gates.png
Scale bar: 20 µm.
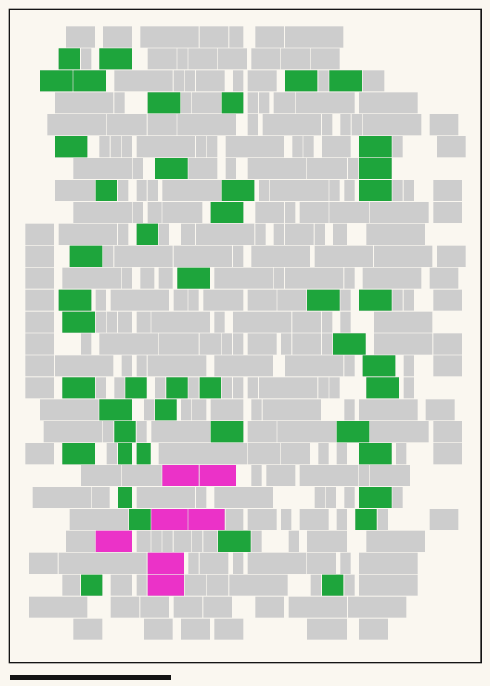
sizing.png
Scale bar: 20 µm.
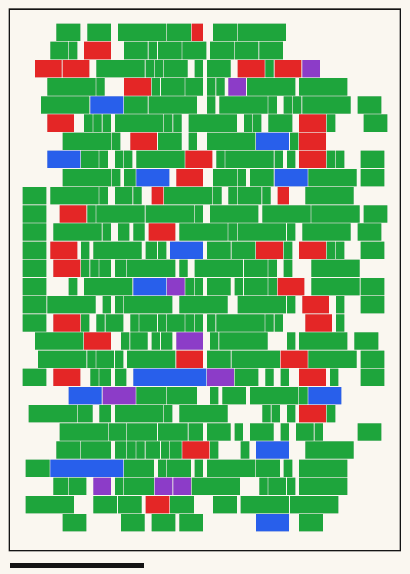
ff_map.png
Scale bar: 20 µm.
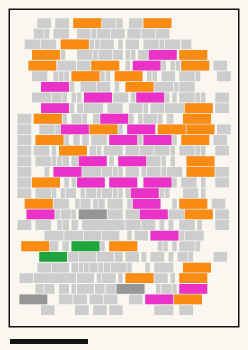
class_map.png
Scale bar: 20 µm.
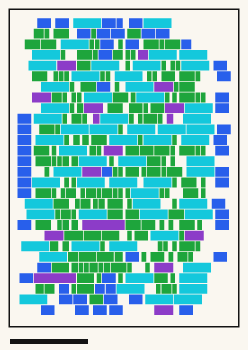
congestion_map.png
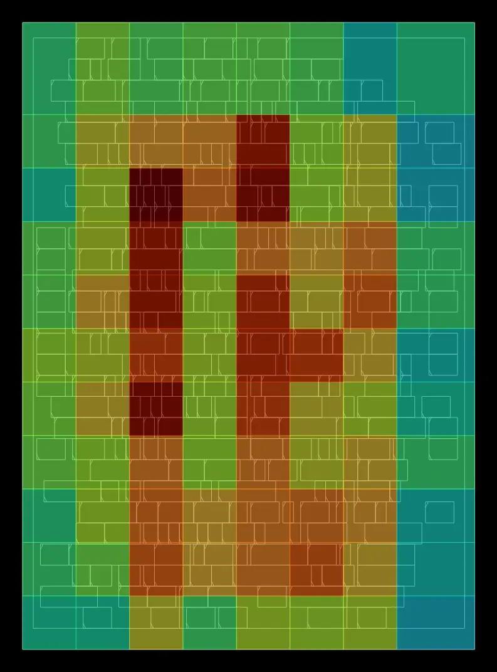
==> config.mk <==
export PLATFORM = sky130hd
export DESIGN_NAME = tdm_demux
export DESIGN_NICKNAME = d
export VERILOG_FILES = /design/src/rtl/tdm_demux.sv
export SDC_FILE = /design/constraint.sdc
export NUM_CORES = 1
export LEC_CHECK = 0
export CORE_ASPECT_RATIO = 1.4
export CORE_UTILIZATION = 57
export CTS_BUF_LIST = sky130_fd_sc_hd__clkbuf_4 sky130_fd_sc_hd__clkbuf_8
export DETAILED_ROUTE_END_ITERATION = 7
export PLACE_DENSITY = 0.95
export SLEW_MARGIN = 20
export SYNTH_ARGS = -nofsm -noshare
export SYNTH_HDL_FRONTEND = slang
export SYNTH_SLANG_ARGS = --single-unit
==> constraint.sdc <==
create_clock -name clk -period 2.7 [get_ports clk]
set_input_delay 0.54 -clock clk [delete_from_list [all_inputs] [get_ports clk]]
set_output_delay 0.54 -clock clk [all_outputs]
set_load 0.05 [all_outputs]
==> design notes <==
The run finished with clean final reports. The script parses the final routing iteration and logs DRC violations as 0. Top cell family by delay on the critical path: buffers and inverters. Class of the most critical hold timing path: reg2reg.

The number of H-tree levels was 3. The run gives 33 for the largest net degree at the start of global routing. dfxtp_1 takes more of the synthesized area than any other cell.

Number of cells traversed by the worst register-to-register path: 7. Per the post-route antenna check, the number of violating nets is 0. The synthesized netlist occupies a cell area of 0.002532 mm². For the net count entering floorplan, the log shows 289.

In this run the vertical extent of the chip is 80.87 µm. The final layout contains 337 nets. At the placement stage, the worst setup path has a slack of 0.1869 ns. The library cell with the highest instance count after synthesis is nand2_1. Setup repair after global routing left no endpoint under its margin. The maximum clock skew at final layout was 0.008901 ns. The worst setup path is of the reg2out kind.

The post-synthesis cell count from yosys is 269, and the number of max-slew violations in the final report is 0. Yosys shows that the main logic family after synthesis is simple AND/OR/NAND/NOR gates. For the number of buffers created by CTS, the log shows 9. The critical path arrival was 1.65 ns; the number of warnings reported in the yosys synthesis log was 0. The die is 58.34 µm wide. Once the clock tree was built, the setup fixing pass inserted 0 buffers.
Back to the opening pictures, gates.png:
green -> aoi and oai cells  # cells 46, where spread over the die
magenta -> fa/ha/maj cells  # cells 7
final non-filler cell total: 382
multi-input gate share of total cell area: 36.65%

Back to the opening pictures, sizing.png:
purple -> x3 and x4  # cells 9, share 2.8%
green -> x1 and smaller  # cells 266, share 83%
blue -> x6 and larger  # cells 13, share 4.0%
red -> x2  # cells 34, share 11%
area growth from synthesis to final layout: 28.61%
smallest setup slack after layout: 0.5100 ns
number of buffers outside the clock class in the layout: 54
Finished Cell Area: 0.003257 mm²

Back to the opening pictures, ff_map.png:
orange -> q  # flops 32, where spread over the die
magenta -> shadow_q  # flops 24
green -> slot  # flops 2
not coloured = 3
sequential portion of the cell area: 37.50%
Flop+latch power: 915 µW
utilization of the core after routing: 76.83%
area of all sequential standard cells: 0.001221 mm²

Back to the opening pictures, class_map.png:
cyan -> registers  # cells 61
blue -> remaining buffers and delay cells  # cells 54
green -> remaining logic cells  # cells 191
purple -> clock drivers and dummy loads  # cells 16
standard-cell row count: 28
floorplan core area: 0.004239 mm²

Back to the opening pictures, congestion_map.png:
met1 track utilization from global routing: 28.63%
total global-route track usage: 24.85%
routing usage on met2: 41.38%
GR met3 Demand/Resource: 7.325%
most heavily used metal layer in global routing: met2

area by class of cell:
class	instances	area, µm²
clock buffers	12	158.9
clock inverters	4	70.07
fillers	275	982.2
inverters	4	15.01
multi-input cells	187	1194
flip-flops and latches	61	1221
well taps	60	75.07
repair buffers	54	523.0
power breakdown:
part | leakage [nW] | total, mW | internal, mW | switching [mW]
logic | 0.644 | 0.101 | 0.0451 | 0.0558
registers | 0.493 | 0.915 | 0.908 | 0.00659
clock network | 0.120 | 0.908 | 0.577 | 0.330
layer usage:
layer,up-vias,part of all wire [%],global-route usage [%]
met5,-,0,0
met4,0,2.4,12.86
met3,14,5.2,7.325
met2,69,51,41.38
met1,953,41,28.63
li1,977,-,-
stage by stage:
stage,hold WS (ns),cell area (µm²),utilization (%)
2_1_floorplan,0.4384,2532,-
3_3_place_gp,0.4457,3027,71.40
3_5_place_dp,0.4531,3027,71.40
4_1_cts,0.4640,3256,76.80
5_1_grt,0.4774,3257,76.83
6_report,0.4628,3257,76.83
cells in the final DEF, fill, tap and decap left out, types with 4 or more instances in the layout:
cell,n
nand3_1,9
clkbuf_8,11
nand2_1,101
dfxtp_1,61
ha_1,7
a21boi_2,30
clkdlybuf4s50_1,48
mux2i_1,16
buf_4,5
inv_1,4
a21boi_0,12
cells by family (layout without fill, tap and decap cells):
| group | after synthesis | in the layout |
|---|---|---|
| adder cells (fa/ha/maj) | 7 | 7 |
| buffers and inverters | 21 | 74 |
| multiplexers | 16 | 16 |
| flip-flops | 61 | 61 |
| AND-OR/OR-AND | 46 | 46 |
| AND/OR/NAND/NOR | 118 | 118 |
Power figures rest on the tool's default switching activity, not on a simulated workload.
